Fig. 1: run 1, supply network
Scale: 2 px per um. Pins as bars on the die edge.
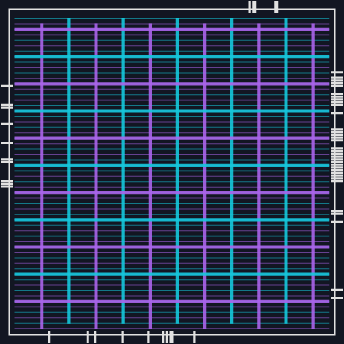
Fig. 2: run 1, clock routing
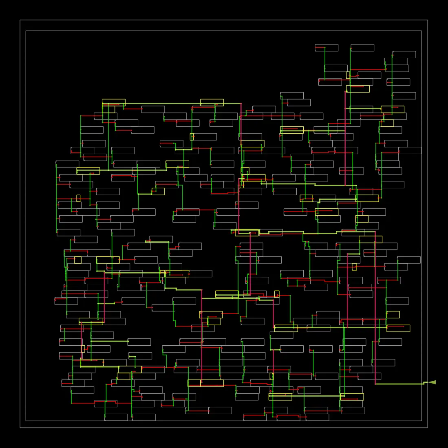
Fig. 3: run 1, routed metal, one colour a layer
Scale: 3 px per um.
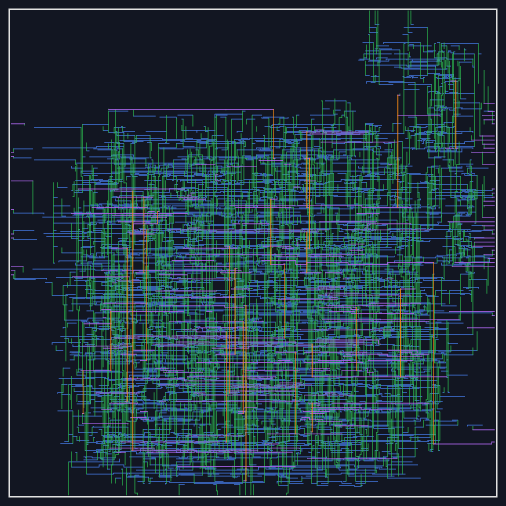
**config.mk**
```make
export PLATFORM = sky130hd
export DESIGN_NAME = eth_mac_filter_multi
export DESIGN_NICKNAME = d
export VERILOG_FILES = /design/src/rtl/eth_pkg.sv /design/src/rtl/eth_mac_slot.sv /design/src/rtl/eth_mac_filter_multi.sv
export SDC_FILE = /design/constraint.sdc
export NUM_CORES = 1
export LEC_CHECK = 0
export CORE_MARGIN = 2
export CORE_UTILIZATION = 47
export DETAILED_ROUTE_END_ITERATION = 10
export PLACE_DENSITY = 0.76
export REMOVE_ABC_BUFFERS = 1
export SLEW_MARGIN = 20
export SYNTH_ARGS = -nofsm -noshare
export SYNTH_HDL_FRONTEND = slang
export SYNTH_SLANG_ARGS = --single-unit
export TNS_END_PERCENT = 20
```
**constraint.sdc**
```tcl
create_clock -name clk -period 7.5 [get_ports clk]
set_input_delay 1.125 -clock clk [delete_from_list [all_inputs] [get_ports clk]]
set_output_delay 1.125 -clock clk [all_outputs]
set_load 0.01 [all_outputs]
```
**src/rtl/eth_pkg.sv**
```systemverilog
// Shared constants and state encoding for the multi-slot Ethernet MAC
// destination filter.
package eth_pkg;

  localparam int         MAC_LEN    = 6;
  localparam logic [7:0] BCAST_BYTE = 8'hFF;

  localparam logic [1:0] MK_NONE  = 2'd0;
  localparam logic [1:0] MK_UCAST = 2'd1;
  localparam logic [1:0] MK_BCAST = 2'd2;
  localparam logic [1:0] MK_MCAST = 2'd3;

  typedef enum logic [1:0] {
    ST_IDLE   = 2'd0,
    ST_ADDR   = 2'd1,
    ST_DECIDE = 2'd2,
    ST_HOLD   = 2'd3
  } filt_state_e;

endpackage

```
**src/rtl/eth_mac_slot.sv**
```systemverilog
// One unicast address slot: six writable address bytes plus a running
// match bit that is restarted on byte 0 and ANDed on every later byte.
module eth_mac_slot
  import eth_pkg::*;
(
  input  logic       clk,
  input  logic       rst,
  input  logic       wr_en,
  input  logic [2:0] wr_byte,
  input  logic [7:0] wr_data,
  input  logic       cmp_start,
  input  logic       cmp_step,
  input  logic [2:0] cmp_byte,
  input  logic [7:0] cmp_data,
  output logic       match
);

  logic [7:0] addr_q [MAC_LEN];
  logic [7:0] sel_byte;
  logic       byte_eq;
  logic       match_q, match_d;

  always_comb begin
    sel_byte = 8'h00;
    for (int b = 0; b < MAC_LEN; b++) begin
      if (cmp_byte == 3'(b)) sel_byte = addr_q[b];
    end
  end

  assign byte_eq = (sel_byte == cmp_data);

  always_comb begin
    match_d = match_q;
    if (cmp_start)     match_d = byte_eq;
    else if (cmp_step) match_d = match_q & byte_eq;
  end

  always_ff @(posedge clk or posedge rst) begin
    if (rst) begin
      match_q <= 1'b0;
      for (int b = 0; b < MAC_LEN; b++) addr_q[b] <= 8'h00;
    end else begin
      match_q <= match_d;
      for (int b = 0; b < MAC_LEN; b++) begin
        if (wr_en && (wr_byte == 3'(b))) addr_q[b] <= wr_data;
      end
    end
  end

  assign match = match_q;

endmodule

```
**src/rtl/eth_mac_filter_multi.sv**
```systemverilog
// Destination-MAC filter: NUM_SLOTS unicast slots plus broadcast, multicast
// and promiscuous modes; inhibits rejected frames and counts drops.
//   state  | meaning
//   IDLE   | waiting for byte 0 of a frame; config writes allowed
//   ADDR   | collecting destination bytes 1..5
//   DECIDE | one-cycle decision, n_inhibit asserted here if rejected
//   HOLD   | waiting for frame_active low
module eth_mac_filter_multi
  import eth_pkg::*;
#(
  parameter int NUM_SLOTS = 4,
  parameter int CNT_WIDTH = 16
) (
  input  logic                 clk,
  input  logic                 rst,
  input  logic                 frame_active,
  input  logic                 byte_valid,
  input  logic [7:0]           byte_data,
  input  logic                 cfg_we,
  input  logic [2:0]           cfg_slot,
  input  logic [2:0]           cfg_byte,
  input  logic [7:0]           cfg_data,
  input  logic [NUM_SLOTS-1:0] slot_en,
  input  logic                 bcast_en,
  input  logic                 mcast_en,
  input  logic                 promisc,
  output logic                 cfg_busy,
  output logic                 decision_valid,
  output logic                 accept,
  output logic [1:0]           match_kind,
  output logic [2:0]           match_slot,
  output logic                 n_inhibit,
  output logic [CNT_WIDTH-1:0] drop_count
);

  filt_state_e          state_q, state_d;
  logic [2:0]           byte_cnt_q, byte_cnt_d;
  logic                 bcast_q, bcast_d;
  logic                 mcast_q, mcast_d;
  logic                 accept_q, accept_d;
  logic [1:0]           kind_q, kind_d;
  logic [2:0]           slot_q, slot_d;
  logic                 rej_q, rej_d;
  logic [CNT_WIDTH-1:0] drop_q, drop_d;

  logic                 take_byte, cmp_start, cmp_step;
  logic [2:0]           cmp_byte;
  logic [NUM_SLOTS-1:0] slot_match, slot_wr_en;
  logic                 ucast_hit, dec_accept;
  logic [2:0]           ucast_slot, dec_slot;
  logic [1:0]           dec_kind;

  assign take_byte = frame_active && byte_valid;
  assign cmp_start = (state_q == ST_IDLE) && take_byte;
  assign cmp_step  = (state_q == ST_ADDR) && take_byte;
  assign cmp_byte  = cmp_start ? 3'd0 : byte_cnt_q;
  assign cfg_busy  = (state_q != ST_IDLE);

  for (genvar s = 0; s < NUM_SLOTS; s++) begin : g_slot
    assign slot_wr_en[s] = cfg_we && !cfg_busy && (cfg_slot == 3'(s))
                           && (cfg_byte < 3'(MAC_LEN));
    eth_mac_slot u_slot (
      .clk       (clk),
      .rst       (rst),
      .wr_en     (slot_wr_en[s]),
      .wr_byte   (cfg_byte),
      .wr_data   (cfg_data),
      .cmp_start (cmp_start),
      .cmp_step  (cmp_step),
      .cmp_byte  (cmp_byte),
      .cmp_data  (byte_data),
      .match     (slot_match[s])
    );
  end

  // Walk downwards so the lowest enabled matching slot is the one kept.
  always_comb begin
    ucast_hit  = 1'b0;
    ucast_slot = 3'd0;
    for (int s = NUM_SLOTS - 1; s >= 0; s--) begin
      if (slot_en[s] && slot_match[s]) begin
        ucast_hit  = 1'b1;
        ucast_slot = 3'(s);
      end
    end
  end

  always_comb begin
    dec_kind = MK_NONE;
    dec_slot = 3'd0;
    if (promisc) begin
      dec_kind = MK_MCAST;
    end else if (ucast_hit) begin
      dec_kind = MK_UCAST;
      dec_slot = ucast_slot;
    end else if (bcast_q && bcast_en) begin
      dec_kind = MK_BCAST;
    end else if (mcast_q && mcast_en) begin
      dec_kind = MK_MCAST;
    end
  end

  assign dec_accept = (dec_kind != MK_NONE);

  always_comb begin
    state_d    = state_q;
    byte_cnt_d = byte_cnt_q;
    bcast_d    = bcast_q;
    mcast_d    = mcast_q;
    accept_d   = accept_q;
    kind_d     = kind_q;
    slot_d     = slot_q;
    rej_d      = rej_q;
    drop_d     = drop_q;
    unique case (state_q)
      ST_IDLE: begin
        if (take_byte) begin
          state_d    = ST_ADDR;
          byte_cnt_d = 3'd1;
          bcast_d    = (byte_data == BCAST_BYTE);
          mcast_d    = byte_data[0];
        end
      end
      ST_ADDR: begin
        if (!frame_active) begin
          state_d = ST_IDLE;
        end else if (byte_valid) begin
          bcast_d    = bcast_q && (byte_data == BCAST_BYTE);
          byte_cnt_d = byte_cnt_q + 3'd1;
          if (byte_cnt_q == 3'(MAC_LEN - 1)) state_d = ST_DECIDE;
        end
      end
      ST_DECIDE: begin
        accept_d = dec_accept;
        kind_d   = dec_kind;
        slot_d   = dec_slot;
        rej_d    = !dec_accept;
        if (!dec_accept && (drop_q != {CNT_WIDTH{1'b1}})) drop_d = drop_q + 1'b1;
        state_d  = frame_active ? ST_HOLD : ST_IDLE;
      end
      ST_HOLD: begin
        if (!frame_active) state_d = ST_IDLE;
      end
      default: state_d = ST_IDLE;
    endcase
  end

  always_ff @(posedge clk or posedge rst) begin
    if (rst) begin
      state_q    <= ST_IDLE;
      byte_cnt_q <= 3'd0;
      bcast_q    <= 1'b0;
      mcast_q    <= 1'b0;
      accept_q   <= 1'b0;
      kind_q     <= MK_NONE;
      slot_q     <= 3'd0;
      rej_q      <= 1'b0;
      drop_q     <= '0;
    end else begin
      state_q    <= state_d;
      byte_cnt_q <= byte_cnt_d;
      bcast_q    <= bcast_d;
      mcast_q    <= mcast_d;
      accept_q   <= accept_d;
      kind_q     <= kind_d;
      slot_q     <= slot_d;
      rej_q      <= rej_d;
      drop_q     <= drop_d;
    end
  end

  // Decision fields are visible during the DECIDE cycle itself, then held.
  assign decision_valid = (state_q == ST_DECIDE);
  assign accept         = decision_valid ? dec_accept : accept_q;
  assign match_kind     = decision_valid ? dec_kind   : kind_q;
  assign match_slot     = decision_valid ? dec_slot   : slot_q;
  assign n_inhibit      = !((decision_valid && !dec_accept) ||
                            ((state_q == ST_HOLD) && frame_active && rej_q));
  assign drop_count     = drop_q;

endmodule

```
==> results_slide.txt, run 1 <==
Key Metrics from the Run

Floorplan
  – Die width: roughly 160 um
  – Die Area: 26250 um2
  – Rows: 57
  – Die Ht: 162.0 um
  – Fp util: 48.12%
  – Core ar.: between 20000 and 25000 um2
  – IO Pins: between 50 and 60

Worst setup path
  – Crit path largest cell delay: about 0.49 ns
  – Crit path buffers/inverters: 3
  – Req. time, crit path: approximately 6.4 ns
  – FF-to-FF setup slack: a little over 4 ns
  – Slowest-stage cell, CP: clkdlybuf4s50_1
  – Data arrival time of the worst path: 2.93 ns
  – Setup CP Type: in2out
  – Crit start category: primary input
  – Crit path cell chain: clkdlybuf4s50_1 -> a221oi_1 -> nand4_1 -> inv_1 -> a41oi_1 -> clkdlybuf4s50_1
  – Cell family contributing the most delay on the critical path: buffers and inverters
  – Crit end category: output port
  – Crit-path most repeated cell: clkdlybuf4s50_1
  – CP max FO: 3

Timing
  – Fmax: 246.7 MHz
  – Hold WS: 0.4814 ns
  – Setup TNS: 0 ns
  – Post-layout period usage of the worst path: between 50% and 60%
  – Final setup violation count: 0
  – Fin. max-slew vios: 0
  – Worst slew pin tran: roughly 1.2 ns
  – Relative slew slack: 19.29%
  – RSZ-0062 raised after global routing: false
  – Final Hold Vio Count: 0
  – Fin crit period: 4.054 ns

Global route
  – GRT overflow: 0
  – Initial antenna violation count: 0
  – Largest net degree at the start of global routing: approximately 90
  – First-pass GRT wire length: between 50 and 60 mm
  – Vias in the first global route: 8727

Drt
  – Vias per cell: 6.354
  – DRT antenna net count: 0
  – Residual DRC: 0
  – DR iter-0 viols: 909
  – DRT Pass-1 Iters: 5

CTS
  – CTS root buf: clkbuf_16
  – Maximum clock insertion buffer count: 3
  – Worst-path clk slew: 0.06 ns
  – Cts repair resizes: 0
  – CTS tree: yes
  – H-tree level count: 1
  – Number of post-CTS setup repair buffers: 0
  – # hold bufs at CTS: 0

Cells and area
  – Most numerous logic cell after layout: dfrtp_1
  – Area Overhead vs Synth: 12.93%
  – ANT cells: 0
  – Fin nets: ~1100
  – Post-Layout Cell Count: 1384
  – Top Layout Cells: 225 x dfrtp_1, 164 x mux2_2, 67 x o21ai_0, 61 x nand2_1, 57 x clkdlybuf4s50_1
  – Layout cells sized above 1: 27.45%
  – Fill cell count: 2074

Synthesis
  – Yosys stat area: 11740 um2
  – Post-synth EDFFs: 0
  – Ys async rst share: 100.0%
  – Gate Count Post-Synth: just over 1000
  – Sequential share of the synthesized area: 48.18%
  – # Cells Yosys: approximately 1000
  – Post-Syn Area: between 10000 and 15000 um2
  – Number of library cell types mapped by synthesis: 78
  – Mean Syn Cell Area: around 11 um2
  – Synthesis warning total: 0
  – Post-synth regs: 226
  – Proportion of netlist area held by the largest area contributor: 48.18%
  – Top cells, area: dfrtp_1 48%, mux2_2 16%, mux2_4 4.1%, o21ai_0 2.9%, nand2_1 2.0%
  – Dominant flop cell: dfrtp_1
  – Cell accounting for the most synthesized area: dfrtp_1

Flow run
  – Log Warnings: 26
  – Number of max-cap violations: 0

Worst hold path
  – HP Class: reg2reg

Placed design
  – Hpwl dp: 19.70 mm
  – Placed cell count: 1339
  – RePlAce Congestion: 0.8849
  – Number of port buffers: just under 60

Status
  – Status: completed

Power and ir drop
  – P per Cell Area: 247.2 nW/um2
  – Final Total Pwr: 0.003276 W
  – Static leakage: between 5 and 6 nW
  – Worst vdd ir: about 0.15 mV
Back to the opening pictures, Fig. 1:
Purple stands for VSS. Cyan stands for VDD.
59 signal pins sit on the boundary. 58 met1 rails follow the rows. 11 straps on met4. 11 straps on met5. The core has 57 rows.

Back to the opening pictures, Fig. 2:
Worst Skew: 0.02267 ns
# clock sinks: 226
Num CTS Buffers: 25
Worst-Skew Late Latency: 0.53 ns
Clk. pwr: 0.00120 W

Back to the opening pictures, Fig. 3:
Blue stands for metal 1, wire length 14100 um. Orange stands for metal 4, wire length 797 um. Purple stands for metal 3, wire length 2990 um. Green stands for metal 2, wire length 14900 um.
GRT Util Overall: 25.09%
final WL: 32.76 mm
vias post-DR: 8794
wire length per cell: 23.67 um

## run 1: power by group
part	leakage [nW]	switching [W]	internal (W)
logic	2.45	0.000410	0.000266
registers	3.05	0.0000689	0.00133
clock network	0.396	0.000498	0.000702
## run 1: state kept, by name (all words and copies together) (netlist names)
register / flops
g_slot.u_slot.addr_q: 192
g_slot.u_slot.match: 4
accept_q: 1
mcast_q: 1
kind_q: 2
bcast_q: 1
state_q: 2
rej_q: 1
drop_count: 16
slot_q: 3
byte_cnt_q: 3
## run 1: cell usage after synthesis, types with 9 or more instances
cell         n
clkbuf_1    45
xor2_1      10
o22ai_1     13
inv_1       14
xnor2_1     20
nand4_1     12
o2bb2ai_1   12
nor2_1      34
buf_2       22
nand3_1     16
o21ai_0     67
dfrtp_1    226
mux2i_1     10
a22o_1      14
nor2_2      18
nand2_1     61
mux2_2     164
mux2_4      32
nand2b_1     9
a22oi_1     30
a21oi_1     43
## run 1: final cells by class
| class | count | area [um2] | share of cell area (%) |
|---|---|---|---|
| Clock buffer | 40 | 772.0 | 5.824 |
| Timing Repair Buffer | 68 | 650.6 | 4.908 |
| Multi-Input combinational cell | 705 | 5672 | 42.79 |
| Sequential cell | 226 | 5657 | 42.68 |
| Inverter | 16 | 67.56 | 0.5097 |
| Clock inverter | 5 | 31.28 | 0.2360 |
| Tap cell | 324 | 405.4 | 3.058 |
## run 1: per-stage QoR
| step | cell area [um2] | util [%] | worst slack (ns) |
|---|---|---|---|
| floorplan | 11370 | - | 0.1838 |
| global placement | 12460 | 51.07 | 3.366 |
| detailed placement | 12460 | 51.07 | 3.293 |
| CTS | 13260 | 54.37 | 3.427 |
| global route | 13260 | 54.34 | 3.300 |
| finish | 13260 | 54.34 | 3.446 |
## run 1: cells by family (layout without fill, tap and decap cells)
family          count (synthesis)  count (layout)  share of synthesized area (%)
mux                           206             206                          20.68
compound gates                252             252                          14.58
simple gates                  214             214                          10.36
buf+inv                        94             129                          3.635
xor+xnor                       30              30                          2.239
flops                         226             226                          48.18
fa+ha+maj                       3               3                         0.3198
## run 1: worst reg2reg max path, delay by kind of cell, from the launching register on
family	cells	cell delay, ns
AOI/OAI and AO/OA	4	0.77
muxes	1	0.20
buffers and inverters	3	1.83
DFF	1	0.34
and+or+nand+nor	1	0.13
## run 1: per-layer routing
| layer | share of wire (%) | global-route usage (%) | vias to the layer above | wire (um) |
|---|---|---|---|---|
| met5 | 0 | 0 | - | 0 |
| met4 | 2.4 | 7.763 | 0 | 796 |
| met3 | 9.1 | 3.933 | 57 | 2989 |
| met2 | 45 | 39.25 | 462 | 14870 |
| met1 | 43 | 36.11 | 4489 | 14110 |
| li1 | - | - | 3786 | - |
## run 1: path summary, 6_finish.rpt
check | startpoint | to | cells past startpoint
min | slot_q[0] | slot_q[0] | 1
max | slot_en[1] | n_inhibit | 6
max in group asynchronous | rst | byte_cnt_q[0] | 3
min reg2reg | slot_q[0] | slot_q[0] | 1
max reg2reg | byte_cnt_q[0] | g_slot[3].u_slot.match | 9
min in group asynchronous | rst | g_slot[0].u_slot.addr_q[42] | 2
Fig. 4: run 1, gate families picked out
Scale: 1.5 px per um.
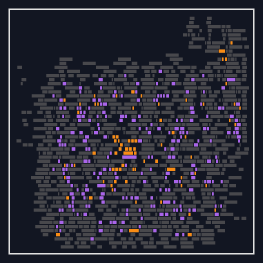

## Run 2: what changed since run 1
==> constraint.sdc (replaced) <==
create_clock -name clk -period 3.3 [get_ports clk]
set_input_delay 0.495 -clock clk [delete_from_list [all_inputs] [get_ports clk]]
set_output_delay 0.495 -clock clk [all_outputs]
set_load 0.01 [all_outputs]
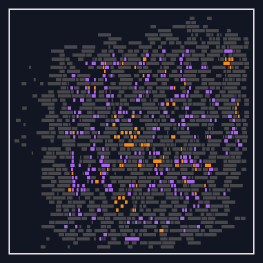
Fig. 5. Gate families picked out (run 2).
Scale: 1.5 px per um.
Orange stands for nor cells, cells 73, most used nor2_1. Purple stands for aoi and oai cells, cells 222, most used o21ai_0.
Post-Layout Cell Count: 1419
most numerous logic cell after layout: dfrtp_1
combinational share of cell area: 41.67%

==> run 2 against run 1 <==
Global-route usage up 1.2 points. Count of clock-buffer cells in the layout down 6. Non-clock buffer count up 34. Critical endpoint unchanged. Utilization up 1.4 points. Critical path type is now reg2out. Die area unchanged. Synthesized area unchanged. Largest cell class unchanged. Combinational power up 140%. Cell count up 2.5%. Routed wire length up 3.6%. Hold slack worse by 0.067 ns. Sequential power up 130%.
==> results_slide.txt, run 2 <==
Key Metrics from the Run

Worst setup path
  – Crit end category: output port
  – Worst reg2reg path depth: 7
  – Slowest-stage cell, CP: clkdlybuf4s50_1
  – Crit path cell chain: nand2b_1 -> inv_2 -> nand4_1 -> inv_1 -> a41oi_1 -> clkdlybuf4s50_1
  – Setup CP Type: reg2out
  – Worst r2r src: byte_cnt_q[0]
  – R2r endpoint: g_slot[1].u_slot.match
  – Data arrival time of the worst path: around 2.5 ns

Power and ir drop
  – Sw Share: 29.79%
  – P per Cell Area: 566.6 nW/um2
  – Internal: around 0.0054 W
  – Gate power share: 21.1%
  – Net switching power: 0.002295 W
  – Clock Power Share: 37.3%
  – Seq pwr share: a little over two fifths

CTS
  – H-tree level count: 1
  – Number of post-CTS setup repair buffers: 0
  – Cts repair resizes: 0
  – Worst-Skew Late Latency: about 0.53 ns
  – Maximum clock insertion buffer count: 3
  – Num CTS Buffers: 25
  – CTS tree: yes

Cells and area
  – Register area: 5657 um2
  – Number of flip-flops in the largest register: 192
  – Design Area, Final: ~14000 um2
  – Layout cells sized above 1: 30.50%
  – Fin nets: 1113
  – Top Layout Cells: 225 x dfrtp_1, 164 x mux2_2, 67 x o21ai_0, 61 x nand2_1, 53 x clkdlybuf4s50_1
  – ANT cells: 0
  – Biggest register: g_slot.u_slot.addr_q

Timing
  – Fmax: 336.0 MHz
  – Post-layout period usage of the worst path: 90.19%
  – Fin crit period: a little under 3 ns
  – Final Hold Vio Count: 0
  – Worst slew pin tran: 0.9702 ns
  – Relative slew slack: 35.12%
  – Worst Skew: 0.008109 ns
  – Final setup violation count: 0
  – Fin. max-slew vios: 0
  – RSZ-0062 raised after global routing: false

Drt
  – DR iter-0 viols: 842
  – DRT Pass-1 Iters: 6
  – Vias post-DR: approximately 8800
  – Wire length per cell: 23.92 um
  – Final WL: about 34 mm
  – Residual DRC: 0
  – Vias per cell: 6.233

Floorplan
  – IO Pins: 59
  – Die Area: ~26000 um2
  – Rows: 57
  – Die width: between 150 and 200 um

Worst hold path
  – HP Class: in2async

Synthesis
  – Post-synth regs: 226
  – Yosys stat area: 11740 um2
  – Sequential share of the synthesized area: approximately half
  – Gate Count Post-Synth: 1025
  – Ys async rst share: 100.0%
  – Top-count cell post-synth: dfrtp_1
  – # Cells Yosys: 1025
  – Post-synth EDFFs: 0
  – Cell accounting for the most synthesized area: dfrtp_1
  – Top cells by count, synth: 226 x dfrtp_1, 164 x mux2_2, 67 x o21ai_0
  – Number of library cell types mapped by synthesis: approximately 78
  – Proportion of netlist area held by the largest area contributor: 48.18%

Flow run
  – Number of max-cap violations: 0

Placed design
  – Area after DPL: 12760 um2
  – RePlAce Congestion: 0.9362
  – Hpwl dp: 22.12 mm
  – Placed cell count: between 1000 and 1500
  – Number of port buffers: 58

Global route
  – First-pass GRT wire length: 53.41 mm
  – Initial antenna violation count: 0
  – GRT Util Overall: between 20% and 30%

Status
  – Status: completed
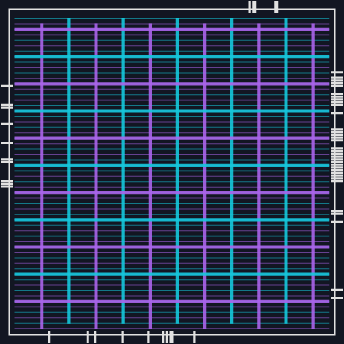
Fig. 6. Supply network (run 2).
Scale: 2 px per um. Pins as bars on the die edge.
Cyan stands for VDD. Purple stands for VSS.
11 straps on met5. The core has 57 rows.
worst vdd ir: 0.4419 mV
Core ar.: 24390 um2
Die Ht: 162.0 um

run 2: netlist changes by cell type in the layout (fill, tap and decap cells not counted), moves of 2 or more:
cell,delta
clkinv_2,+3
buf_4,+29
bufinv_16,+2
buf_12,+5
clkbuf_8,-2
clkdlybuf4s50_1,-4
buf_2,+4
clkbuf_1,-4
run 2: metrics by stage:
step / util [%] / total power [W] / hold slack, ns / worst slack [ns]
after detailed placement: 52.33 / 0.004837 / 0.4674 / 0.1899
after global placement: 52.35 / 0.004792 / 0.4624 / 0.3312
final: 55.75 / 0.007703 / 0.4140 / 0.3238
after global routing: 55.75 / 0.007994 / 0.4707 / 0.1387
after CTS: 55.83 / 0.007711 / 0.4389 / 0.2859
after floorplan: - / 0.004139 / 0.4460 / -3.386
run 2: metal layers:
layer | routed length (um) | GRT usage, %
met1 | 14270 | 35.76
met2 | 15210 | 40.93
met3 | 2923 | 5.695
met4 | 1540 | 11.30
met5 | 0 | 0
run 2: final cells by class:
type / count / share of cell area (%)
clock buffer: 34 / 5.365
clock inverter: 12 / 0.9110
inverter: 16 / 0.4969
multi-input combinational: 705 / 41.67
sequential: 226 / 41.60
tap: 324 / 2.982
timing repair buffer: 102 / 6.975
run 2: power groups by stage:
stage	registers (W)	logic [W]	clock network (W)
floorplan	0.00324	0.000896	0
global placement	0.00323	0.00156	0
detailed placement	0.00324	0.00159	0
CTS	0.00320	0.00160	0.00291
global route	0.00323	0.00174	0.00302
finish	0.00320	0.00163	0.00287
run 2: critical path: cells and delay by family, from the launching register on:
| family | cells | cell delay, ns |
|---|---|---|
| compound gates | 1 | 0.17 |
| simple gates | 2 | 0.55 |
| buf+inv | 3 | 0.76 |
| flops | 1 | 0.47 |
run 2: worst max-delay path by stage:
stage            startpoint                endpoint  slack (ns)  depth (start not counted)
2_1_floorplan           rst                accept_q       -3.39                          1
3_3_place_gp   frame_active  g_slot[0].u_slot.match        0.33                          9
3_5_place_dp   frame_active  g_slot[0].u_slot.match        0.19                          9
4_1_cts          state_q[0]               n_inhibit        0.29                          6
5_1_grt          state_q[0]                  accept        0.14                          6
6_report         state_q[0]               n_inhibit        0.32                          6
run 2: cell families after synthesis:
family                   count (synthesis)  synth area share (%)
AND-OR/OR-AND                          252                 14.58
flip-flops                             226                 48.18
AND/OR/NAND/NOR                        214                 10.36
multiplexers                           206                 20.68
buffers and inverters                   94                 3.635
XOR/XNOR                                30                 2.239
adder cells (fa/ha/maj)                  3                0.3198
Fig. 7: run 2, routed metal, one colour a layer
Scale: 3 px per um.
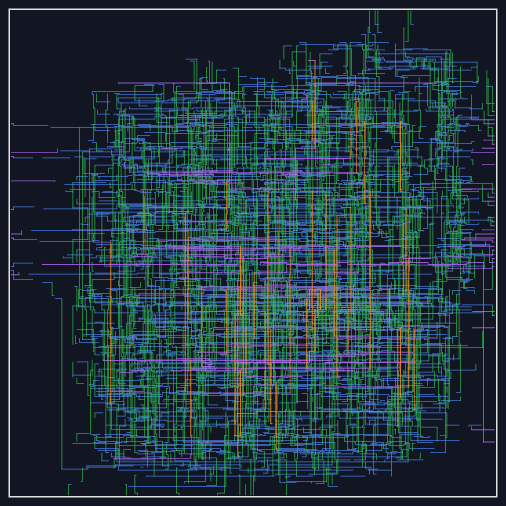

## Run 3: what changed since run 2
--- a/config.mk
+++ b/config.mk
@@ -6,9 +6,10 @@
 export NUM_CORES = 1
 export LEC_CHECK = 0
 export CORE_MARGIN = 2
-export CORE_UTILIZATION = 47
+export CORE_UTILIZATION = 55
+export CTS_CLUSTER_DIAMETER = 120
 export DETAILED_ROUTE_END_ITERATION = 10
-export PLACE_DENSITY = 0.76
+export PLACE_DENSITY = 0.86
 export REMOVE_ABC_BUFFERS = 1
 export SLEW_MARGIN = 20
 export SYNTH_ARGS = -nofsm -noshare
==> constraint.sdc (replaced) <==
create_clock -name clk -period 2.44 [get_ports clk]
set_input_delay 0.366 -clock clk [delete_from_list [all_inputs] [get_ports clk]]
set_output_delay 0.366 -clock clk [all_outputs]
set_load 0.01 [all_outputs]
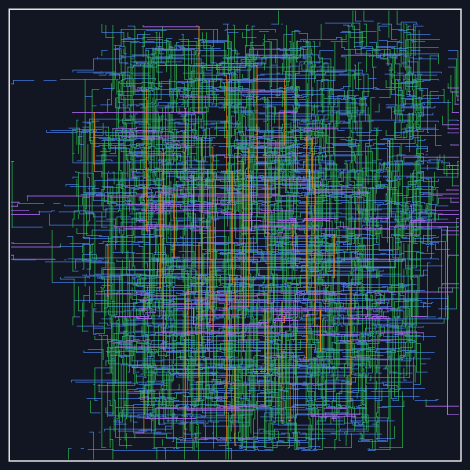
Fig. 8. Routed metal, one colour a layer (run 3).
Scale: 3 px per um.
Blue stands for metal 1, wire length 13600 um. Green stands for metal 2, wire length 16100 um. Orange stands for metal 4, wire length 1870 um. Purple stands for metal 3, wire length 3290 um.
GRT Util Overall: 31.10%
vias post-DR: 9387

==> run 3 against run 2 <==
Non-clock buffer count grew 85. Cell area up 6.1%. Setup slack got worse by 0.30 ns. Die area down 14%. Power rose by 39%. Synthesized cell count unchanged.
==> results_slide.txt, run 3 <==
Key Metrics from the Run

Status
  – Status: completed

Floorplan
  – Rows: ~53
  – Die Area: 22530 um2
  – Fp util: ~56%
  – Die width: 150.1 um
  – Core ar.: about 21000 um2
  – Die Ht: 150.1 um
  – IO Pins: slightly below 60

Synthesis
  – # Cells Yosys: 1025
  – Post-synth EDFFs: 0
  – Top-count cell post-synth: dfrtp_1
  – Proportion of netlist area held by the largest area contributor: roughly half
  – Post-synth regs: 226
  – Sequential share of the synthesized area: 48.18%
  – Yosys stat area: 11740 um2
  – Top cells by count, synth: 226 x dfrtp_1, 164 x mux2_2, 67 x o21ai_0
  – Synthesis warning total: 0
  – Cell accounting for the most synthesized area: dfrtp_1
  – Ys async rst share: 100.0%
  – Dominant flop cell: dfrtp_1
  – Gate Count Post-Synth: about 1000
  – Mean Syn Cell Area: 11.45 um2
  – Top cells, area: dfrtp_1 48%, mux2_2 16%, mux2_4 4.1%, o21ai_0 2.9%, nand2_1 2.0%
  – Post-Syn Area: 11740 um2
  – Number of library cell types mapped by synthesis: slightly below 80

Timing
  – Setup TNS: 0 ns
  – Fin crit period: between 2 and 2.5 ns
  – Relative slew slack: between 50% and 60%
  – Final setup violation count: 0
  – Post-layout period usage of the worst path: between 90% and 100%
  – Fmax: 414.0 MHz
  – RSZ-0062 raised after global routing: true
  – Final Hold Vio Count: 0
  – Fin. max-slew vios: 0
  – Worst slew pin tran: 0.6240 ns

CTS
  – # hold bufs at CTS: 0
  – H-tree level count: 1
  – Worst-path clk slew: 0.06 ns
  – CTS root buf: clkbuf_16
  – # clock sinks: approximately 230
  – Maximum clock insertion buffer count: 3
  – CTS tree: yes
  – Num CTS Buffers: 24

Global route
  – First-pass GRT wire length: 53.44 mm
  – Largest net degree at the start of global routing: 65
  – GRT overflow: 0
  – Vias in the first global route: 9658
  – Initial antenna violation count: 0

Drt
  – Vias per cell: between 6 and 7
  – Wire length per cell: 24.00 um
  – DR iter-0 viols: about 1000
  – DRT antenna net count: 0
  – Residual DRC: 0
  – Final WL: between 30 and 40 mm
  – DRT Pass-1 Iters: 6

Worst setup path
  – Worst reg2reg path depth: 7
  – Crit start category: flip-flop
  – Data arrival time of the worst path: 2.81 ns
  – CP max FO: 8
  – Crit end category: flip-flop
  – Setup CP Type: reg2reg
  – CP startpoint: state_q[1]
  – Worst r2r src: state_q[1]
  – Req. time, crit path: 2.84 ns
  – R2r endpoint: g_slot[1].u_slot.addr_q[30]
  – FF-to-FF setup slack: 0.02 ns

Cells and area
  – Register area: 5659 um2
  – Layout cells sized above 1: between 30% and 40%
  – Fill cell count: approximately 1500
  – ANT cells: 0
  – Design Area, Final: between 10000 and 15000 um2
  – Top Layout Cells: 223 x dfrtp_1, 164 x mux2_2, 111 x buf_4, 66 x o21ai_0, 61 x nand2_1
  – Final core utilization: 68.87%
  – Area Overhead vs Synth: 22.96%
  – Fin nets: 1197
  – Number of flip-flops in the largest register: around 190
  – Comb gate area: 5741 um2
  – Biggest register: g_slot.u_slot.addr_q
  – Post-Layout Cell Count: 1451
  – Most numerous logic cell after layout: dfrtp_1

Worst hold path
  – HP Class: in2async

Placed design
  – Area after DPL: 13490 um2
  – Placed cell count: 1407
  – Hpwl dp: 23.38 mm
  – RePlAce Congestion: roughly 0.95
  – Number of port buffers: 58

Power and ir drop
  – Static leakage: 6.605 nW
  – Worst vdd ir: approximately 0.40 mV
  – P per Cell Area: 740.2 nW/um2
  – Final Total Pwr: 0.01068 W

Flow run
  – Number of max-cap violations: 0
  – Log Warnings: 28
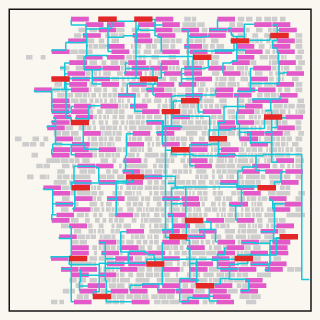
Fig. 9. Routed clock nets over the placement (run 3).
Scale: 2 px per um.
Red stands for clock drivers, count 24. Magenta stands for flip-flops, count 226. Cyan stands for clock wires, length 2620 um.
Position of the flops: all over the die. There are 25 routed clock nets.
Worst Skew: 0.009334 ns
Clk. pwr: 0.00389 W
Clock Power Share: 36.4%
Worst-Skew Late Latency: 0.52 ns

==> run 3: netlist changes by cell type in the layout (fill, tap and decap cells not counted), sizes merged, moves of 2 or more <==
cell and delta:
buf +80, clkinv -5, dlygate4sd2 +4, bufinv +2, clkbuf +2, dlymetal6s2s +2
inv -2
==> run 3: timing repair <==
item | in CTS | in global routing
pin swaps | 1 | 1
setup endpoints to repair | 7 | 17
gates resized | 12 | 14
buffers inserted | 1 | 1
==> run 3: critical path, cell delays in order, from the launching register on <==
cell       delay, ns
dfrtp_1         0.46
or2_4           0.34
a2111oi_4       0.35
buf_4           0.19
nand3b_2        0.22
nor2_2          0.23
buf_12          0.15
mux2_2          0.33
==> run 3: layout make-up <==
cell class	instances	area share (%)
Clock buffer	36	4.967
Clock inverter	6	0.9016
Inverter	16	0.4681
Multi-Input combinational cell	705	39.77
Sequential cell	226	39.21
Tap cell	275	2.384
Timing Repair Buffer	187	12.29
==> run 3: routing by layer <==
| metal | track usage [%] | vias up | routed length [um] |
|---|---|---|---|
| met5 | 0 | - | 0 |
| met4 | 16.42 | 0 | 1867 |
| met3 | 6.250 | 145 | 3294 |
| met2 | 48.93 | 541 | 16050 |
| met1 | 40.77 | 4666 | 13600 |
| li1 | - | 4035 | - |
==> run 3: how the worst max path moves through the flow <==
stage	to	slack, ns	cells past startpoint
floorplan	accept_q	-4.12	1
global placement	g_slot[1].u_slot.match	-0.20	9
detailed placement	g_slot[3].u_slot.match	-0.26	10
CTS	match_slot[0]	-0.03	4
global route	g_slot[0].u_slot.match	-0.05	10
finish	g_slot[1].u_slot.addr_q[30]	0.02	7
==> run 3: kinds of logic (layout without fill, tap and decap cells) <==
group	after synthesis	count (layout)	synth area share [%]
AOI/OAI and AO/OA	252	252	14.58
xor gates and xnor gates	30	30	2.239
adders and majority gates	3	3	0.3198
buffers and inverters	94	245	3.635
DFF	226	226	48.18
muxes	206	206	20.68
and+or+nand+nor	214	214	10.36
==> run 3: through the flow <==
step	hold slack, ns	setup slack [ns]
2_1_floorplan	0.4460	-4.117
3_3_place_gp	0.4653	-0.1961
3_5_place_dp	0.4640	-0.2574
4_1_cts	0.3020	-0.02765
5_1_grt	0.3242	-0.04762
6_report	0.2831	0.02435
==> run 3: report_power, final <==
| part | switching, W | internal, W |
|---|---|---|
| clock | 0.00145 | 0.00244 |
| sequential | 0.000245 | 0.00410 |
| combinational | 0.00135 | 0.00110 |
No activity file was given, so power comes from the tool's default toggle rates.
